===== config.mk =====
export PLATFORM = sky130hd
export DESIGN_NAME = regfile_writeback
export DESIGN_NICKNAME = d
export VERILOG_FILES = /design/src/rtl/regfile_writeback.sv
export SDC_FILE = /design/constraint.sdc
export NUM_CORES = 1
export LEC_CHECK = 0
export CORE_MARGIN = 3
export CORE_UTILIZATION = 45
export CTS_BUF_LIST = sky130_fd_sc_hd__clkbuf_8
export DETAILED_ROUTE_END_ITERATION = 12
export HOLD_SLACK_MARGIN = 0.05
export PLACE_DENSITY_LB_ADDON = 0.05
export SLEW_MARGIN = 20
export SYNTH_ARGS = -nofsm -noshare
export SYNTH_HDL_FRONTEND = slang
export SYNTH_SLANG_ARGS = --single-unit

===== constraint.sdc =====
create_clock -name clk -period 5.3 [get_ports clk]
set_input_delay 0.795 -clock clk [delete_from_list [all_inputs] [get_ports clk]]
set_output_delay 0.795 -clock clk [all_outputs]
set_load 0.1 [all_outputs]

===== src/rtl/regfile_writeback.sv =====
// Register-file writeback: merges ALU results with queued, formatted load returns
// and tracks outstanding loads per destination register.
module regfile_writeback #(
  parameter int unsigned XLEN     = 32,
  parameter int unsigned LQ_DEPTH = 2
) (
  input  logic                        clk,
  input  logic                        rst_n,
  input  logic                        alu_valid,
  input  logic [4:0]                  alu_rd,
  input  logic [XLEN-1:0]             alu_data,
  input  logic                        ld_valid,
  output logic                        ld_ready,
  input  logic [4:0]                  ld_rd,
  input  logic [2:0]                  ld_funct3,
  input  logic [1:0]                  ld_byte_off,
  input  logic [XLEN-1:0]             ld_word,
  input  logic                        ld_issue,
  input  logic [4:0]                  ld_issue_rd,
  output logic                        wb_wr_en,
  output logic [4:0]                  wb_rd,
  output logic [XLEN-1:0]             wb_data,
  output logic [31:0]                 rd_pending,
  output logic [$clog2(LQ_DEPTH):0]   lq_count
);

  localparam int unsigned PTR_W = $clog2(LQ_DEPTH);
  localparam int unsigned CNT_W = PTR_W + 1;

  typedef struct packed {
    logic [4:0]      rd;
    logic [XLEN-1:0] data;
  } lq_entry_t;

  lq_entry_t             lq_q [LQ_DEPTH];
  lq_entry_t             lq_d [LQ_DEPTH];
  logic [PTR_W-1:0]      wr_ptr_q, wr_ptr_d;
  logic [PTR_W-1:0]      rd_ptr_q, rd_ptr_d;
  logic [CNT_W-1:0]      count_q, count_d;
  logic                  wb_wr_en_q, wb_wr_en_d;
  logic [4:0]            wb_rd_q, wb_rd_d;
  logic [XLEN-1:0]       wb_data_q, wb_data_d;
  logic [31:0]           pend_q, pend_d;

  logic [XLEN-1:0]       ld_sh;
  logic [XLEN-1:0]       ld_fmt;
  logic                  alu_win;
  logic                  push;
  logic                  pop;
  lq_entry_t             head;

  assign ld_ready = (count_q < CNT_W'(LQ_DEPTH));

  // Load data extension/alignment; halfword at offset 3 simply takes what the shift yields
  always_comb begin
    ld_sh  = ld_word >> {ld_byte_off, 3'b000};
    ld_fmt = '0;
    case (ld_funct3)
      3'b000:  ld_fmt = {{(XLEN-8){ld_sh[7]}}, ld_sh[7:0]};
      3'b001:  ld_fmt = {{(XLEN-16){ld_sh[15]}}, ld_sh[15:0]};
      3'b010:  ld_fmt = ld_word;
      3'b100:  ld_fmt = {{(XLEN-8){1'b0}}, ld_sh[7:0]};
      3'b101:  ld_fmt = {{(XLEN-16){1'b0}}, ld_sh[15:0]};
      default: ld_fmt = '0;
    endcase
  end

  // ALU has priority; a dropped x0 ALU result does not block a queue pop
  always_comb begin
    alu_win    = alu_valid && (alu_rd != 5'd0);
    pop        = !alu_win && (count_q != '0);
    push       = ld_valid && ld_ready && (ld_rd != 5'd0);
    head       = lq_q[rd_ptr_q];

    lq_d       = lq_q;
    wr_ptr_d   = wr_ptr_q;
    rd_ptr_d   = rd_ptr_q;
    count_d    = count_q;
    wb_wr_en_d = 1'b0;
    wb_rd_d    = wb_rd_q;
    wb_data_d  = wb_data_q;
    pend_d     = pend_q;

    if (push) begin
      lq_d[wr_ptr_q] = '{rd: ld_rd, data: ld_fmt};
      wr_ptr_d       = wr_ptr_q + PTR_W'(1);
    end

    if (alu_win) begin
      wb_wr_en_d = 1'b1;
      wb_rd_d    = alu_rd;
      wb_data_d  = alu_data;
    end else if (pop) begin
      wb_wr_en_d      = 1'b1;
      wb_rd_d         = head.rd;
      wb_data_d       = head.data;
      rd_ptr_d        = rd_ptr_q + PTR_W'(1);
      pend_d[head.rd] = 1'b0;
    end

    case ({push, pop})
      2'b10:   count_d = count_q + CNT_W'(1);
      2'b01:   count_d = count_q - CNT_W'(1);
      default: count_d = count_q;
    endcase

    // A new issue on the clearing edge wins over the clear
    if (ld_issue && (ld_issue_rd != 5'd0)) begin
      pend_d[ld_issue_rd] = 1'b1;
    end
    pend_d[0] = 1'b0;
  end

  always_ff @(posedge clk or negedge rst_n) begin
    if (!rst_n) begin
      for (int i = 0; i < int'(LQ_DEPTH); i++) begin
        lq_q[i] <= '0;
      end
      wr_ptr_q   <= '0;
      rd_ptr_q   <= '0;
      count_q    <= '0;
      wb_wr_en_q <= 1'b0;
      wb_rd_q    <= '0;
      wb_data_q  <= '0;
      pend_q     <= '0;
    end else begin
      lq_q       <= lq_d;
      wr_ptr_q   <= wr_ptr_d;
      rd_ptr_q   <= rd_ptr_d;
      count_q    <= count_d;
      wb_wr_en_q <= wb_wr_en_d;
      wb_rd_q    <= wb_rd_d;
      wb_data_q  <= wb_data_d;
      pend_q     <= pend_d;
    end
  end

  assign wb_wr_en   = wb_wr_en_q;
  assign wb_rd      = wb_rd_q;
  assign wb_data    = wb_data_q;
  assign rd_pending = pend_q;
  assign lq_count   = count_q;

endmodule


==> run_1/cell_classes.png <==
Fill, decap, tap and diode cells in grey.
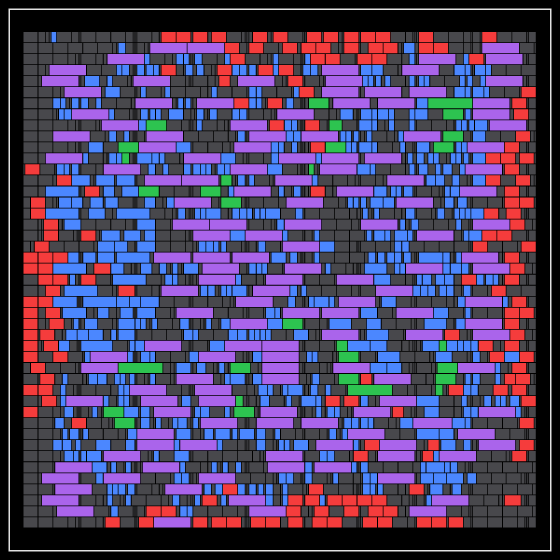
- red: other buffers and delay cells (cells 168; share of their area 18%)
- purple: flip-flops (cells 147; share of their area 41%)
- blue: all other logic (cells 542; share of their area 36%)
- green: clock drivers and dummy loads (cells 30; share of their area 4.4%)
flop share of the area: 39.53%
Layout Cell Area excl Fill: 0.009308 sq mm
Core Area: 0.01548 sq mm
row cnt: 45

==> run_1/final_clocks.png <==
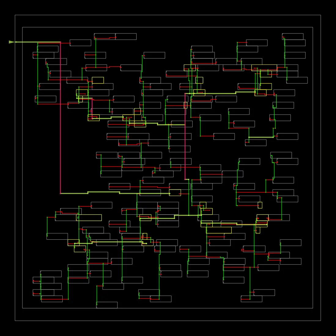
number of buffers created by CTS: 17
clock skew: 0.01103 ns

==> run_1/clock_map.png <==
The bar under the picture is 50 um long.
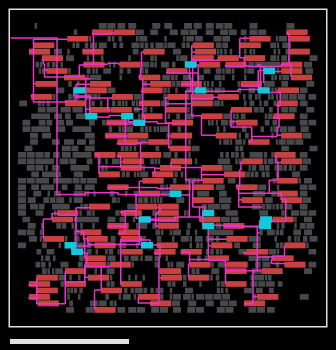
- cyan: cells driving clock nets (count 17)
- magenta: clock wires (length 1800 um)
- red: flip-flops (count 147)
- flops lie: spread over the die
- routed clock nets: 18
Late-Pin Clk Latency: 0.43 ns

run 1: placed cells by master (no fill, tap or decap), types with 2 or more instances in the layout:
cell / count
clkdlybuf4s50_1: 159
dfrtp_1: 146
nand2_1: 115
nor2_1: 106
a21oi_1: 67
o21ai_0: 44
mux2i_1: 38
a31oi_1: 32
clkbuf_8: 19
mux2_2: 14
o41ai_1: 14
o31ai_1: 13
nand3_1: 10
mux2_4: 8
mux4_2: 8
a22o_1: 8
a211oi_2: 8
a22oi_1: 8
inv_1: 7
nand2b_1: 7
buf_4: 6
nor3_1: 5
nor2b_1: 4
xnor2_1: 4
clkinv_2: 4
bufinv_16: 3
buf_6: 3
nand4_1: 2
o211a_2: 2
clkinvlp_4: 2
run 1: cell usage after synthesis, types with 2 or more instances:
master / number / area [sq um]
nand2_1: 115 / 431.7
buf_6: 12 / 135.1
nand4_1: 2 / 12.51
dfrtp_1: 147 / 3679
o21ai_0: 44 / 220.2
a22o_1: 8 / 70.07
a22oi_1: 8 / 60.06
mux2_4: 8 / 120.1
nor3_1: 5 / 25.02
nor2b_1: 4 / 25.02
clkbuf_1: 27 / 101.4
nand2b_1: 7 / 43.79
mux2_2: 14 / 157.7
a31oi_1: 32 / 200.2
a21oi_1: 67 / 335.3
xnor2_1: 4 / 35.03
nand3_1: 10 / 50.05
o211a_1: 2 / 20.02
a211oi_2: 8 / 100.1
inv_1: 6 / 22.52
buf_1: 5 / 18.77
nor2_1: 107 / 401.6
o31ai_1: 13 / 97.59
mux4_2: 8 / 180.2
buf_2: 14 / 70.07
o41ai_1: 14 / 122.6
mux2i_1: 38 / 380.4
run 1: flip-flops by register name, summed over array words and instances (netlist names):
| register | cells |
|---|---|
| wb_wr_en | 1 |
| wb_rd | 5 |
| rd_pending | 31 |
| wr_ptr_q | 1 |
| lq_count | 2 |
| rd_ptr_q | 1 |
| lq_q | 74 |
| wb_data | 32 |
run 1: final cells by class:
class,count,area (sq um)
repair buffers,168,1670
fillers,1307,6176
multi-input cells,535,3268
clock buffers,19,261.5
well taps,211,264.0
clock inverters,11,137.6
inverters,7,26.28
flip-flops and latches,147,3680
run 1: worst paths after layout:
path / startpoint / endpoint / slack [ns] / cells after the start
setup / recovery: ld_byte_off[1] / lq_q[21] / 2.15 / 4
hold / removal: rst_n / lq_count[1] / 0.45 / 1
setup reg to reg: rd_ptr_q / rd_pending[11] / 2.78 / 5
hold reg to reg: rd_pending[3] / rd_pending[3] / 0.51 / 2
max in group asynchronous: rst_n / lq_q[6] / 3.62 / 2
min in group clk: rd_pending[3] / rd_pending[3] / 0.51 / 2
run 1: cell families after synthesis:
logic type,count (synthesis)
adder cells (fa/ha/maj),1
AND-OR/OR-AND,201
buffers and inverters,66
XOR/XNOR,5
other,1
AND/OR/NAND/NOR,259
flip-flops,147
multiplexers,68
run 1: through the flow:
step,worst slack [ns],cells
after global placement,1.505,1066
after CTS,2.177,1098
after detailed placement,1.699,1068
final,2.147,1098
after floorplan,2.861,748
after global routing,1.964,1098
==> run summary, run 1 <==
impl run done, here's what came out: count of final setup violators=0, wl on met1=9.008 mm, CP max-delay cell=clkdlybuf4s50_1, antenna viol nets, final=0, CTS tree=yes, min Tclk post-route=roughly 3.2 ns, unrepaired setup endpoints after global routing=no, clk sinks=147, Hold Vio Cnt, Final=0, Post-synth regs=147, Top-Level Pins=roughly 160, adder-cell share of the synthesized area=less than 1%, Post-CTS Setup Inserts=0, n_diodes=0, arrival time of the worst setup path=3.42 ns, chip width=133.2 um, Post-synth EDFFs=0, met2 usage=35.36%, initial core utilization=between 40% and 50%, asr flop ratio synth=100.0%, Final Max Tran Viols=0, CP max stage delay=~1.1 ns, WS Path Type=in2reg, DR iter-0 viols=between 600 and 700, die area=roughly 0.018 sq mm, first-pass GRT wire length=approximately 32 mm, maxcap violations=0, post-cts sizing count=0, WP buf/inv=1, DR pass1 iterations=5, Detail Placement HPWL=13.96 mm, routed vias=a little over 6000, met1 Use GR=a little under a third, fin crit share=slightly below 60%, fraction of layout cells with a size suffix above 1=between 9 and 10%, yosys cell count=748, CP top delay family=buffers and inverters, vias in the first global route=between 5000 and 6000, grt peak-use layer=met2, gpl congestion=roughly 0.91, yosys simple share=14.57%, area delta synth->final=27.93%, Post-Syn Area=just over 0.007 sq mm, OpenROAD warning count=28, FMAX=~320 MHz, nets@finish=between 900 and 1000, status=complete, no violations, Mapped Nets=approximately 840, normalized max-slew margin=31.19%, met3 wire length=between 1 and 1.5 mm, grt total ovfl=0, Root Buffer=clkbuf_8, worst-path fanout max=32, Total Routed Length=around 20 mm, xor+xnor area frac=0.6019%, Post-Syn Instances=748, yosys warns=0, clock transition at the registers of the reported paths=around 0.080 ns, min-delay worst type=in2async, Slew @ Worst Pin=between 1 and 1.5 ns, dominant register cell=dfrtp_1, Yosys cell types=around 46, Hold Buf Count CTS=0
==> inputs of run 2 (changes only) <==
Clock period 5.3 ns to 3.1 ns, I/O delays scaled along.
==> run 2 against run 1 <==
Compared with the run above: clock-buffer cell count is 2 lower; core utilization is 0.74 points lower; final cell count is 0.82% higher; die area stayed put; non-clock buffer count is 8 higher; critical endpoint is now lq_q[43].
==> run summary, run 2 <==
impl run done, here's what came out: area share, top type=50.56% (unchanged), Detail Placement HPWL=14.23 mm (+1.9%), DR pass1 iterations=4 (-1), routed vias=6169 (+1.0%), Synth top cell by count=dfrtp_1, reg2reg start=lq_count[1], Top-Level Pins=162 (unchanged), maxcap violations=0 (unchanged), Post-Syn Area=0.007276 sq mm (unchanged), R2R setup slack=1.05 ns (-1.73 ns), top cells by area=dfrtp_1 51%, nand2_1 5.9%, nor2_1 5.5%, Mapped Nets=838 (unchanged), vias in the first global route=6230 (+4.3%), normalized max-slew margin=40.75% (+9.6 points), DR iter-0 viols=418 (-33%), fraction of layout cells with a size suffix above 1=18.42% (+8.7 points), yosys cell count=748 (unchanged), CP max-delay cell=or4_1, first-pass GRT wire length=33.04 mm (+3.3%), OpenROAD warning count=26 (-7.1%), Root Buffer=clkbuf_8, Yosys cell types=46 (unchanged), arrival time of the worst setup path=2.50 ns (-0.92 ns), Top cell excl fill/tap=dfrtp_1, yosys warns=0 (unchanged), clock transition at the registers of the reported paths=0.08 ns (about the same), gpl congestion=0.9366 (+2.5%), Post-synth regs=147 (unchanged), asr flop ratio synth=100.0% (unchanged), initial core utilization=46.99% (unchanged), Finished Layout Cells=1107 (+0.82%), status=complete, no violations, worst r2r path cells=5 (unchanged)
==> run 2: cell families after synthesis <==
family / Yosys count
AND-OR/OR-AND: 201
XOR/XNOR: 5
adder cells (fa/ha/maj): 1
buffers and inverters: 66
flip-flops: 147
multiplexers: 68
other: 1
AND/OR/NAND/NOR: 259
==> run 2: area by class of cell <==
type | instances | area [sq um] | share of cell area (%)
Timing Repair Buffer | 176 | 1595 | 17.35
Clock buffer | 17 | 234.0 | 2.545
Inverter | 7 | 26.28 | 0.2858
Clock inverter | 14 | 141.4 | 1.538
Multi-Input combinational cell | 535 | 3253 | 35.38
Sequential cell | 147 | 3680 | 40.02
Tap cell | 211 | 264.0 | 2.872
==> run 2: worst max-delay path by stage <==
| stage | cells past startpoint | end | from |
|---|---|---|---|
| after floorplan | 7 | lq_count[1] | lq_count[0] |
| after global placement | 6 | lq_q[24] | ld_rd[3] |
| after detailed placement | 6 | lq_q[18] | ld_rd[3] |
| after CTS | 6 | rd_pending[6] | alu_rd[4] |
| after global routing | 5 | lq_q[23] | lq_count[1] |
| final | 6 | lq_q[43] | ld_rd[3] |
==> run 2: repair_timing <==
item,in CTS,in global routing
resized,0,0
hold buffers,1,0
endpoints found under the hold margin,36,0
==> run 2: critical path: cells and delay by family <==
kind | cells | cell delay (ns)
buffers and inverters | 2 | 0.75
AND-OR/OR-AND | 2 | 0.59
AND/OR/NAND/NOR | 2 | 0.68
==> run 2: metrics by stage <==
stage                     worst slack, ns  cell area [sq um]
after global placement             0.5067               8808
after CTS                          0.9449               9194
after detailed placement           0.4706               8808
final                              0.9202               9194
after global routing               0.7872               9194
after floorplan                    0.9518               7276
==> run 2: routing by layer <==
layer  vias to the layer above  GRT usage (%)  part of all wire (%)
li1                       2914              -                     -
met1                      3031          32.92                    47
met4                         0          8.800                   2.1
met3                        33          4.796                   5.0
met2                       191          34.14                    46
met5                         -              0                     0
==> run_2/metal_stack.png <==
The bar under the picture is 50 um long. Only two layers are drawn.
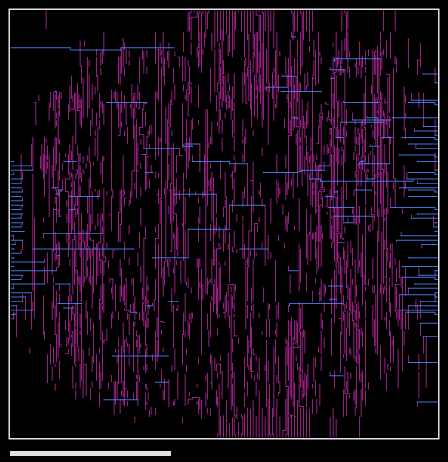
- blue: met3 (wire length 981 um)
- magenta: met2 (wire length 9070 um)
Total Routed Length: 19.57 mm
Routed WL per cell: 17.68 um

==> run_2/final_clocks.png <==
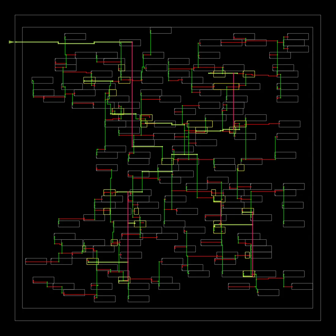
clk sinks: 147
Late-Pin Clk Latency: 0.46 ns
# clk buffers: 17
clock skew: 0.01064 ns

==> inputs of run 3 (changes only) <==
Clock period 3.1 ns to 1.84 ns, I/O delays scaled along.
==> run 3 against run 2 <==
Compared with the run above: synthesized cell count unchanged; non-clock buffer count up 40; core utilization up 4.0 points.
==> run summary, run 3 <==
impl run done, here's what came out: Total Routed Length=20.44 mm (+4.4%), fraction of layout cells with a size suffix above 1=23.18% (+4.8 points), arrival time of the worst setup path=2.17 ns (-0.33 ns), initial antenna violation count=0, most common logic cells in the final layout=144 x dfrtp_1, 115 x nand2_1, 107 x buf_4, DR iter-0 viols=509 (+22%), Detail Placement HPWL=15.06 mm (+5.8%), clock transition at the registers of the reported paths=0.08 ns (about the same), wl on met1=9.072 mm (-0.33%), gpl congestion=0.8706 (-7.0%), routed vias=6326 (+2.5%), Root Buffer=clkbuf_8, Routed WL per cell=17.82 um (+0.79%), area share, top type=50.56% (unchanged), CP max-delay cell=or4_4, Post-Syn Area=0.007276 sq mm (unchanged), initial core utilization=46.99% (unchanged), routed wl met2=9.839 mm (+8.5%), pre-CTS setup slack=-0.5088 ns (-0.9794 ns), Mapped Nets=838 (unchanged), Post-synth regs=147 (unchanged), Yosys cell types=46 (unchanged), first-pass GRT wire length=33.15 mm (+0.31%), Top Metal Used=met4, top cells by area=dfrtp_1 51%, nand2_1 5.9%, nor2_1 5.5%, maxcap violations=0 (unchanged), status=complete, no violations, DR pass1 iterations=5 (+1), vias in the first global route=6386 (+2.5%), yosys cell count=748 (unchanged), Top-Level Pins=162 (unchanged), OpenROAD warning count=27 (+3.8%), clk sinks=147 (unchanged), Synth top cell by count=dfrtp_1, normalized max-slew margin=37.09% (-3.7 points), final worst slack=0.02893 ns (-0.8913 ns)
[run 3: cell counts after synthesis]
Identical to the previous run, type by type.
[run 3: through the flow]
stage                     cell area, sq um  instances  TNS (ns)  hold WS, ns
final                                 9814       1147         0       0.3050
after global routing                  9814       1147  -0.01157       0.3194
after CTS                             9783       1146         0       0.2967
after detailed placement              9320       1114    -44.71       0.2215
after global placement                9314       1114    -45.73       0.2100
after floorplan                       7289        748  -0.03151     -0.01959
[run 3: cells by family after synthesis]
family | after synthesis | share of synthesized area [%]
adders and majority gates | 1 | 0.1719
DFF | 147 | 50.56
muxes | 68 | 11.52
buffers and inverters | 66 | 4.936
AOI/OAI and AO/OA | 201 | 17.59
other | 1 | 0.05154
and+or+nand+nor | 259 | 14.57
xor gates and xnor gates | 5 | 0.6019
[run 3: final cells by class]
class	count	area, sq um	area share [%]
sequential	147	3682	37.52
clock inverter	14	214.0	2.180
clock buffer	17	234.0	2.384
tap	211	264.0	2.690
multi-input combinational	535	3298	33.61
timing repair buffer	216	2096	21.35
inverter	7	26.28	0.2677
[run 3: layer usage]
layer / track usage [%] / vias up
met5: 0 / -
met4: 8.057 / 0
met3: 4.494 / 29
met2: 37.08 / 236
met1: 32.33 / 3080
li1: - / 2981
[run 3: worst max-delay path, delay by kind of cell]
kind,cells,cell delay [ns]
compound gates,1,0.19
simple gates,2,0.66
buf+inv,2,0.63
xor+xnor,1,0.14
fa+ha+maj,1,0.27
[run 3: timing repair]
item	in CTS	in global routing
setup buffers	0	1
gates resized	1	6
hold buffers	1	0
hold endpoints to repair	37	0
cloned	0	0
setup endpoints to repair	11	17
[run 3: worst paths after layout]
check,from,to,slack [ns],depth (start not counted)
worst max-delay path,ld_rd[2],lq_count[1],0.03,7
worst min-delay path,rst_n,lq_q[73],0.30,2
worst max register to register,rd_ptr_q,rd_pending[21],0.08,5
worst min register to register,rd_pending[1],rd_pending[1],0.51,2
max in group asynchronous,rst_n,rd_pending[24],0.92,3
min in group clk,alu_data[28],wb_data[28],0.39,3
==> run_3/registers.png <==
The bar under the picture is 50 um long. Other sequential cells in the stronger grey, the rest of the logic in the fainter grey.
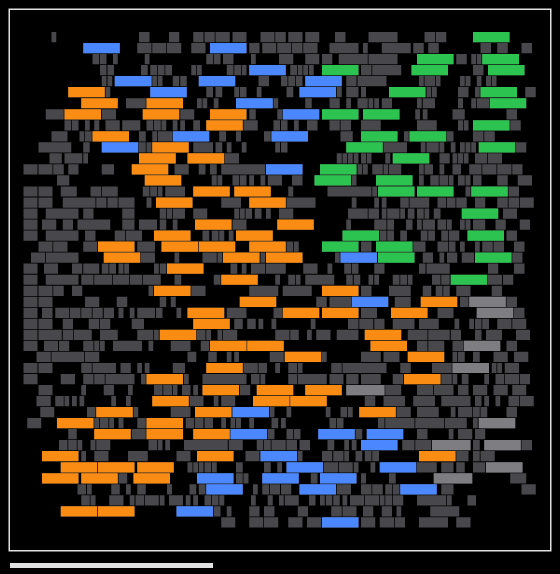
- green: rd_pending (flops 31)
- blue: wb_data (flops 32)
- orange: lq_q (flops 74)
final core utilization: 63.39%
storage element area: 0.003682 sq mm
flop share of the area: 37.52%

==> run_3/clock_map.png <==
The bar under the picture is 50 um long.
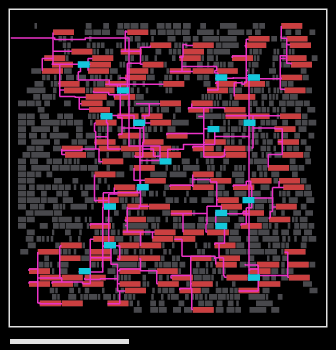
- magenta: clock wires (length 1740 um)
- cyan: cells driving clock nets (count 17)
- red: flip-flops (count 147)
- routed clock nets: 18
clock skew: 0.009572 ns
Late-Pin Clk Latency: 0.45 ns

